<file path="src/rtl/alu_pkg.sv">
// Shared definitions for the ALU issue path: opcode values, legality
// check and the skid-buffer state encoding.
package alu_pkg;

    localparam logic [3:0] OP_ADD  = 4'b0000;
    localparam logic [3:0] OP_SUB  = 4'b0001;
    localparam logic [3:0] OP_AND  = 4'b1000;
    localparam logic [3:0] OP_OR   = 4'b1001;
    localparam logic [3:0] OP_XOR  = 4'b1010;
    localparam logic [3:0] OP_XNOR = 4'b1011;

    // Occupancy of the two-entry buffer (main register, skid register).
    typedef enum logic [1:0] {
        ST_EMPTY = 2'd0,
        ST_ONE   = 2'd1,
        ST_FULL  = 2'd2
    } buf_state_t;

    // True for opcodes the ALU fully decodes; anything else would leave
    // the ALU result bus undriven.
    function automatic logic op_is_legal(input logic [3:0] op);
        logic legal;
        case (op)
            OP_ADD, OP_SUB, OP_AND, OP_OR, OP_XOR, OP_XNOR: legal = 1'b1;
            default:                                        legal = 1'b0;
        endcase
        return legal;
    endfunction

endpackage

</file>
<file path="src/rtl/alu_issue_entry.sv">
// One buffered ALU operation {op, a, b, tag}; loads when 'load' is high,
// otherwise holds. Clears to zero on asynchronous reset.
module alu_issue_entry #(
    parameter int TAG_W = 5
) (
    input  logic             clk,
    input  logic             rst,
    input  logic             load,
    input  logic [3:0]       nxt_op,
    input  logic [31:0]      nxt_a,
    input  logic [31:0]      nxt_b,
    input  logic [TAG_W-1:0] nxt_tag,
    output logic [3:0]       op,
    output logic [31:0]      a,
    output logic [31:0]      b,
    output logic [TAG_W-1:0] tag
);

    // Capture a new operation on load, hold it otherwise.
    always_ff @(posedge clk or posedge rst) begin
        if (rst) begin
            op  <= '0;
            a   <= '0;
            b   <= '0;
            tag <= '0;
        end else if (load) begin
            op  <= nxt_op;
            a   <= nxt_a;
            b   <= nxt_b;
            tag <= nxt_tag;
        end
    end

endmodule

</file>
<file path="src/rtl/alu_issue_stage.sv">
// Registered issue stage in front of the 32-bit ALU. Two-entry skid buffer
// (main drives the ALU, skid absorbs one extra op) with illegal-opcode drop.
//
// Handshake: a transfer happens on a rising edge where valid && ready are
// both high; valid must not depend on ready, and ready here is a function of
// buffer state only, so no combinational path runs from out_ready to in_ready.
module alu_issue_stage
    import alu_pkg::*;
#(
    parameter int TAG_W = 5,
    parameter int CNT_W = 16
) (
    input  logic             clk,
    input  logic             rst,
    input  logic             in_valid,
    output logic             in_ready,
    input  logic [3:0]       in_op,
    input  logic [31:0]      in_a,
    input  logic [31:0]      in_b,
    input  logic [TAG_W-1:0] in_tag,
    output logic [31:0]      a,
    output logic [31:0]      b,
    output logic             s3,
    output logic             s2,
    output logic             s1,
    output logic             s0,
    output logic             out_valid,
    input  logic             out_ready,
    output logic [TAG_W-1:0] out_tag,
    output logic             illegal_op,
    output logic [CNT_W-1:0] issued_cnt,
    output logic [1:0]       dbg_state
);

    buf_state_t state, state_nxt;

    logic             accept, legal_accept, drain;
    logic             main_load, main_from_skid, skid_load;
    logic [3:0]       main_op, skid_op, main_nxt_op;
    logic [31:0]      main_a, main_b, skid_a, skid_b, main_nxt_a, main_nxt_b;
    logic [TAG_W-1:0] main_tag, skid_tag, main_nxt_tag;

    assign in_ready     = (state != ST_FULL);
    assign out_valid    = (state != ST_EMPTY);
    assign accept       = in_valid && in_ready;
    assign legal_accept = accept && op_is_legal(in_op);
    assign drain        = out_valid && out_ready;
    assign dbg_state    = state;

    // Buffer occupancy register.
    always_ff @(posedge clk or posedge rst) begin
        if (rst) state <= ST_EMPTY;
        else     state <= state_nxt;
    end

    // Next occupancy and which register loads from where; an illegal
    // accept behaves exactly like no accept.
    always_comb begin
        state_nxt      = state;
        main_load      = 1'b0;
        main_from_skid = 1'b0;
        skid_load      = 1'b0;
        case (state)
            ST_EMPTY: begin
                if (legal_accept) begin
                    state_nxt = ST_ONE;
                    main_load = 1'b1;
                end
            end
            ST_ONE: begin
                if (legal_accept && drain) begin
                    main_load = 1'b1;
                end else if (legal_accept) begin
                    state_nxt = ST_FULL;
                    skid_load = 1'b1;
                end else if (drain) begin
                    state_nxt = ST_EMPTY;
                end
            end
            ST_FULL: begin
                if (drain) begin
                    state_nxt      = ST_ONE;
                    main_load      = 1'b1;
                    main_from_skid = 1'b1;
                end
            end
            default: state_nxt = ST_EMPTY;
        endcase
    end

    assign main_nxt_op  = main_from_skid ? skid_op  : in_op;
    assign main_nxt_a   = main_from_skid ? skid_a   : in_a;
    assign main_nxt_b   = main_from_skid ? skid_b   : in_b;
    assign main_nxt_tag = main_from_skid ? skid_tag : in_tag;

    alu_issue_entry #(.TAG_W(TAG_W)) u_main (
        .clk(clk), .rst(rst), .load(main_load),
        .nxt_op(main_nxt_op), .nxt_a(main_nxt_a), .nxt_b(main_nxt_b), .nxt_tag(main_nxt_tag),
        .op(main_op), .a(main_a), .b(main_b), .tag(main_tag)
    );

    alu_issue_entry #(.TAG_W(TAG_W)) u_skid (
        .clk(clk), .rst(rst), .load(skid_load),
        .nxt_op(in_op), .nxt_a(in_a), .nxt_b(in_b), .nxt_tag(in_tag),
        .op(skid_op), .a(skid_a), .b(skid_b), .tag(skid_tag)
    );

    assign a                = main_a;
    assign b                = main_b;
    assign {s3, s2, s1, s0} = main_op;
    assign out_tag          = main_tag;

    // Sticky flag for any accepted illegal opcode.
    always_ff @(posedge clk or posedge rst) begin
        if (rst)                               illegal_op <= 1'b0;
        else if (accept && !op_is_legal(in_op)) illegal_op <= 1'b1;
    end

    // Count completed output handshakes; wraps naturally at 2^CNT_W.
    always_ff @(posedge clk or posedge rst) begin
        if (rst)        issued_cnt <= '0;
        else if (drain) issued_cnt <= issued_cnt + 1'b1;
    end

endmodule

</file>
<file path="config.mk">
export PLATFORM = sky130hd
export DESIGN_NAME = alu_issue_stage
export DESIGN_NICKNAME = d
export VERILOG_FILES = /design/src/rtl/alu_pkg.sv /design/src/rtl/alu_issue_entry.sv /design/src/rtl/alu_issue_stage.sv
export SDC_FILE = /design/constraint.sdc
export NUM_CORES = 1
export LEC_CHECK = 0
export CAP_MARGIN = 30
export CELL_PAD_IN_SITES_DETAIL_PLACEMENT = 1
export CELL_PAD_IN_SITES_GLOBAL_PLACEMENT = 2
export CORE_MARGIN = 1.5
export CORE_UTILIZATION = 37
export DETAILED_ROUTE_END_ITERATION = 8
export MAX_ROUTING_LAYER = met4
export PLACE_DENSITY = 0.95
export SKIP_CTS_REPAIR_TIMING = 1
export SLEW_MARGIN = 20
export SYNTH_ARGS = -nofsm -noshare
export SYNTH_HDL_FRONTEND = slang
export SYNTH_SLANG_ARGS = --single-unit
</file>
<file path="constraint.sdc">
create_clock -name clk -period 11.8 [get_ports clk]
set_input_delay 1.77 -clock clk [delete_from_list [all_inputs] [get_ports clk]]
set_output_delay 1.77 -clock clk [all_outputs]
set_load 0.02 [all_outputs]
</file>
run_1/class_map.png
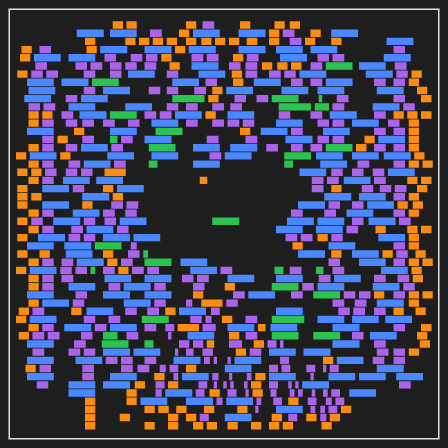
color	class	cells	share of their area
green	clock drivers and dummy loads	31	6.5%
blue	registers	165	44%
orange	remaining buffers and delay cells	176	19%
purple	remaining logic cells	280	31%
Design Area, Final: 9710 um^2
sequential cell area share: 0.425
row cnt: 50
post-layout util: 0.514
Core ar.: 18900 um^2

run_1/util_map.png
14 x 14 tiles, from black (low) to pale yellow (high), 0 to 100% covered.
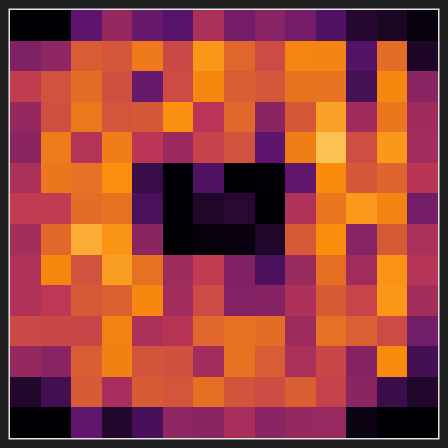
emptiest ninth of the die	center
nearly empty tiles	6.6%
fullest tile	86%
FP Core Util: 0.380

==> results.sh, run 1 <==
# yosys + openroad results
export IMPL_power_density_nw_per_um2=203
export IMPL_path_clk_slew_ns=0.06
export IMPL_ir_drop_v=0.000105
export IMPL_grt_ovfl_total=0
export IMPL_period_minus_slack_ns=4.44
export IMPL_edf_count=0
export IMPL_period_used=0.376
export IMPL_ys_chip_area_um2=7190
export IMPL_die_y_um=142
export IMPL_crit_arrival_ns=4.74
export IMPL_stdcell_count=912
export IMPL_die_w_um=142
export IMPL_drcViolationCount=0
export IMPL_placed_area_um2=9060
export IMPL_outcome="finished clean"
export IMPL_num_fill_cells=1849
export IMPL_wl_um=16900
export IMPL_required_ns=12.10
export IMPL_skew_ns=0.00722
export IMPL_antenna_found_initial=0
export IMPL_rsz0062_at_grt="no"
export IMPL_setup_violations=0
export IMPL_p_comb_frac=0.279
export IMPL_synth_top_cell_by_area="dfrtp_1"
export IMPL_drtPass1Iterations=4
export IMPL_synthToLayoutAreaGrowth_pct=35.1
export IMPL_hp_class="register to register"
export IMPL_common_cells="mux2_2 (216), dfrtp_1 (165), buf_6 (15), nand2_1 (13), xnor2_1 (10)"
export IMPL_post_drt_via_cell_ratio=4.88
export IMPL_slew_headroom=0.427
export IMPL_drt_iter0_drc=98
export IMPL_syn_area_um2=7190
export IMPL_synthesis_nets=547
export IMPL_cts_root_buf="clkbuf_16"
export IMPL_dp_hpwl_um=11300
export IMPL_top_area_frac=0.575
export IMPL_most_common_cell="mux2_2"
export IMPL_grt_pass1_vias=5060
export IMPL_grt_max_degree=96
export IMPL_die_area_um2=20300
export IMPL_synth_seq_cells=165
export IMPL_cp_max_fo=45
export IMPL_n_antenna_cell=0
export IMPL_grt_pass1_wl_um=26700
export IMPL_intPower_mw=1.40
export IMPL_cts_max_path_buffers=2
export IMPL_clk_latency_ns=0.42
export IMPL_flop_cell="dfrtp_1"
export IMPL_p_sw_frac=0.287
export IMPL_worstSetupPathType="input pin to register"
export IMPL_p_switching_mw=0.567
export IMPL_tool_warnings=26
export IMPL_pwr_share_clk=0.288
export IMPL_layout_nets=718
export IMPL_final_layout_size_suffix_gt1_frac=0.396
export IMPL_slew_viol_final=0
export IMPL_yosys_cells=469
export IMPL_cp_end_kind="register"
export IMPL_numCtsBuffers=17
export IMPL_postSynthCellCount=469
export IMPL_r2r_slack_ns=8.66
export IMPL_gp_congestion=0.806
export IMPL_fmax_ghz=0.225
export IMPL_async_reset_ff_frac=1.00
export IMPL_dp_cells=879
export IMPL_p_leak_nw=4.08
export IMPL_ant_nets=0
export IMPL_yosysWarningCount=0
export IMPL_synth_cell_types=29
export IMPL_cts_tree="built"
export IMPL_topCellsByArea="dfrtp_1 (57%), mux2_2 (34%), buf_6 (2.4%)"
run_1/ff_map.png
Other sequential cells in the stronger gray, the rest of the logic in the fainter gray.
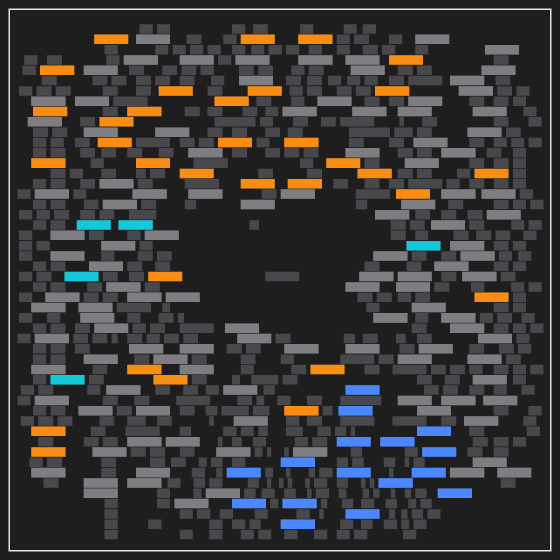
color	signal	placed flops
cyan	`u_main.tag`	5
orange	`u_skid.a`	32
blue	`issued_cnt`	16
not colored	112
P_seq: 0.853 mW
Sequential Area: 4130 um^2

run_1/congestion_map.png
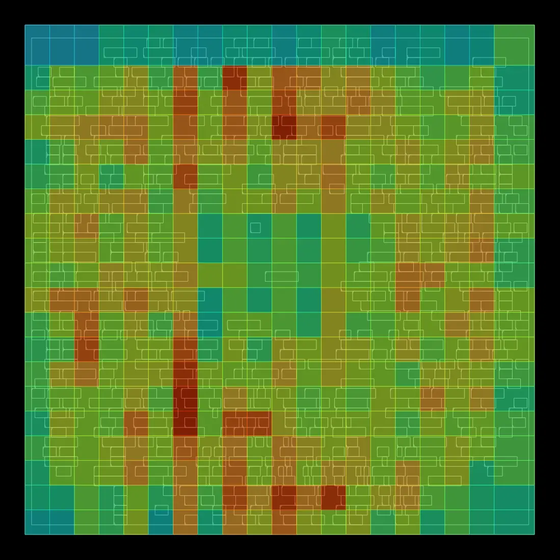
WL/cell: 18.5 um
GR peak layer: met2
met1 Use GR: 0.201
Total Routing Usage GR: 0.178
met2 GRT Util: 0.304

run 1: logic make-up (layout without fill, tap and decap cells):
family,Yosys count,count (layout),synth area share
AND/OR/NAND/NOR,39,39,0.0279
XOR/XNOR,15,15,0.0183
flip-flops,165,165,0.575
buffers and inverters,26,209,0.0308
multiplexers,217,217,0.340
AND-OR/OR-AND,6,6,0.00696
adder cells (fa/ha/maj),1,1,0.00174
run 1: worst max-delay path: stages:
cell and delay, ns:
clkdlybuf4s50_1 0.58, nand2_4 0.49, o31a_2 0.79, buf_4 0.64, mux2_2 0.41
run 1: layer usage:
metal	GRT usage	vias up	wire, um
met5	-	-	0
li1	-	2010	-
met4	0.0624	0	277
met2	0.304	115	8730
met3	0.0461	20	868
met1	0.201	2310	7000
run 1: final cells by class:
| type | instances | area (um^2) | share of cell area |
|---|---|---|---|
| sequential | 165 | 4130 | 0.425 |
| multi-input combinational | 278 | 2850 | 0.294 |
| timing repair buffer | 176 | 1780 | 0.184 |
| clock buffer | 20 | 457 | 0.0470 |
| tap | 260 | 325 | 0.0335 |
| clock inverter | 11 | 150 | 0.0155 |
| inverter | 2 | 12.5 | 0.00129 |
run 1: power groups by stage:
stage	logic, mW	clock network, mW	registers, mW
after global routing	0.584	0.608	0.880
after detailed placement	0.556	0	0.862
after global placement	0.530	0	0.846
after floorplan	0.212	0	0.931
final	0.550	0.568	0.853
after CTS	0.558	0.584	0.855
run 1: worst paths after layout:
check | startpoint | end | cells after the start
worst max-delay path | out_ready | u_main.a[20] | 5
worst min-delay path | illegal_op | illegal_op | 1
worst max register to register | dbg_state[1] | u_main.a[20] | 5
worst min register to register | illegal_op | illegal_op | 1
max in group asynchronous | rst | u_skid.b[4] | 4
min in group asynchronous | rst | issued_cnt[1] | 2
run 1: flip-flops by register name (all words and copies together), names as in the netlist:
signal / flops
u_main.a: 32
illegal_op: 1
u_main.op: 4
u_skid.a: 32
u_skid.tag: 5
u_main.tag: 5
u_skid.op: 4
issued_cnt: 16
u_skid.b: 32
dbg_state: 2
u_main.b: 32
run 1: metrics by stage:
| stage | hold slack (ns) | power (mW) | setup slack (ns) |
|---|---|---|---|
| after CTS | 0.489 | 2.00 | 7.31 |
| after global routing | 0.497 | 2.07 | 7.17 |
| after global placement | 0.454 | 1.38 | 6.56 |
| after floorplan | 0.465 | 1.14 | 5.57 |
| final | 0.480 | 1.97 | 7.36 |
| after detailed placement | 0.475 | 1.42 | 6.85 |
run 1: placed cells by master, fill, tap and decap left out, types with 3 or more instances in the layout:
master / n
mux2_2: 216
clkdlybuf4s50_1: 170
dfrtp_1: 165
clkbuf_16: 17
nand2_1: 12
xnor2_1: 10
nand3_1: 5
xor2_1: 5
nor2_1: 4
nor2b_1: 3
inv_6: 3
bufinv_16: 3
buf_12: 3
buf_4: 3
==> run 2, diff against run 1 <==
- CORE_UTILIZATION: 37 -> 31
- PLACE_DENSITY: 0.95 -> 0.86
- clock period: 11.8 -> 3.8 ns (I/O delays scaled with it)
run_2/util_map.png
16 x 16 tiles, from black (low) to pale yellow (high), 0 to 100% covered.
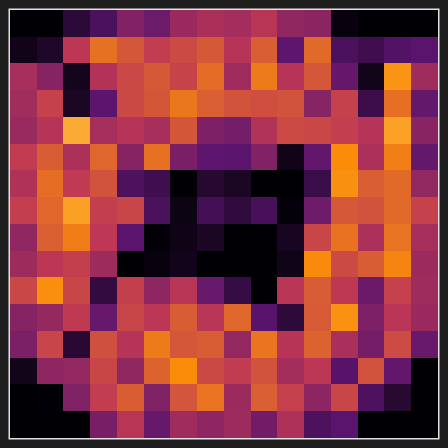
mean over tiles	39%
tiles over 75% full	3.1%
fullest tile	82%
emptiest ninth of the die	center
nearly empty tiles	11%
Core ar.: 22700 um^2
post-layout util: 0.430
FP Core Util: 0.316

==> results.sh, run 2 <==
# yosys + openroad results
export IMPL_yosysWarningCount=0
export IMPL_cp_end_kind="register"
export IMPL_hold_worst_slack_ns=0.486
export IMPL_p_leak_nw=4.09
export IMPL_drt_iter0_drc=109
export IMPL_ys_chip_area_um2=7190
export IMPL_post_drt_via_cell_ratio=4.78
export IMPL_setup_violations=0
export IMPL_outcome="finished clean"
export IMPL_layout_nets=722
export IMPL_timing_final_ws_setup_ns=1.30
export IMPL_required_ns=4.10
export IMPL_crit_path_end="u_main.b[24]"
export IMPL_dp_hpwl_um=11600
export IMPL_grt_ovfl_total=0
export IMPL_ff2ff_path_depth=5
export IMPL_r2r_end="u_main.b[24]"
export IMPL_synth_top_cell_by_area="dfrtp_1"
export IMPL_topCellsByArea="dfrtp_1 (57%), mux2_2 (34%), buf_6 (2.4%)"
export IMPL_cts_max_path_buffers=2
export IMPL_path_clk_slew_ns=0.07
export IMPL_cpMaxStageDelayCell="clkdlybuf4s50_1"
export IMPL_place_ws_ns=0.824
export IMPL_final_cell_mix="mux2_2 (216), clkdlybuf4s50_1 (170), dfrtp_1 (165), clkbuf_16 (17), nand2_1 (12)"
export IMPL_skew_ns=0.00722
export IMPL_slew_viol_final=0
export IMPL_gp_congestion=0.722
export IMPL_ant_nets=0
export IMPL_syn_area_um2=7190
export IMPL_cpPeakStageDelay_ns=0.57
export IMPL_hp_class="register to register"
export IMPL_postLayoutCellArea_um2=9770
export IMPL_cts_tree="built"
export IMPL_period_minus_slack_ns=2.50
export IMPL_clk_latency_ns=0.42
export IMPL_lay_top_count="mux2_2"
export IMPL_die_w_um=155
export IMPL_grt_pass1_vias=5211
export IMPL_dp_cells=910
export IMPL_flop_cell="dfrtp_1"
export IMPL_crit_arrival_ns=2.80
export IMPL_tool_warnings=26
export IMPL_stdcell_count=941
export IMPL_fmax_ghz=0.400
export IMPL_rows=55
export IMPL_most_common_cell="mux2_2"
export IMPL_synthesis_nets=547
export IMPL_wl_um=17000
export IMPL_edf_count=0
export IMPL_drcViolationCount=0
export IMPL_postSynthCellCount=469
export IMPL_synth_cell_types=29
export IMPL_die_y_um=155
export IMPL_placed_area_um2=9170
[run 2: where the power goes]
| group | switching [mW] | internal [mW] |
|---|---|---|
| registers | 0.310 | 2.32 |
| logic | 0.727 | 0.981 |
| clock network | 0.722 | 1.05 |
[run 2: worst register-to-register path: stages, from the launching register on]
cell and delay [ns]:
dfrtp_1 0.46, and2b_1 0.25, nand2_4 0.37, o31a_2 0.25, buf_4 0.53, mux2_2 0.44
[run 2: worst min-delay path by stage]
stage,startpoint,endpoint,slack (ns),cells after the start
finish,illegal_op,illegal_op,0.49,1
global route,illegal_op,illegal_op,0.50,1
CTS,illegal_op,illegal_op,0.49,1
detailed placement,illegal_op,illegal_op,0.47,1
global placement,illegal_op,illegal_op,0.45,1
floorplan,u_skid.op[2],u_skid.op[2],0.46,1
[run 2: logic make-up after synthesis]
kind of cell,Yosys count,synth area share
AND-OR/OR-AND,6,0.00696
XOR/XNOR,15,0.0183
adder cells (fa/ha/maj),1,0.00174
buffers and inverters,26,0.0308
flip-flops,165,0.575
multiplexers,217,0.340
AND/OR/NAND/NOR,39,0.0279
[run 2: metal layers]
layer / global-route usage / vias to the layer above / part of all wire
li1: - / 2017 / -
met1: 0.169 / 2348 / 0.41
met2: 0.267 / 106 / 0.52
met3: 0.0370 / 23 / 0.049
met4: 0.0558 / 0 / 0.019
met5: - / - / 0
[run 2: layout make-up]
class / instances / area (um^2)
Timing Repair Buffer: 180 / 1830
Fill cell: 2274 / 12900
Sequential cell: 165 / 4130
Clock buffer: 20 / 447
Clock inverter: 11 / 151
Tap cell: 285 / 357
Inverter: 2 / 11.3
Multi-Input combinational cell: 278 / 2850
No activity file was given, so power comes from the tool's default toggle rates.
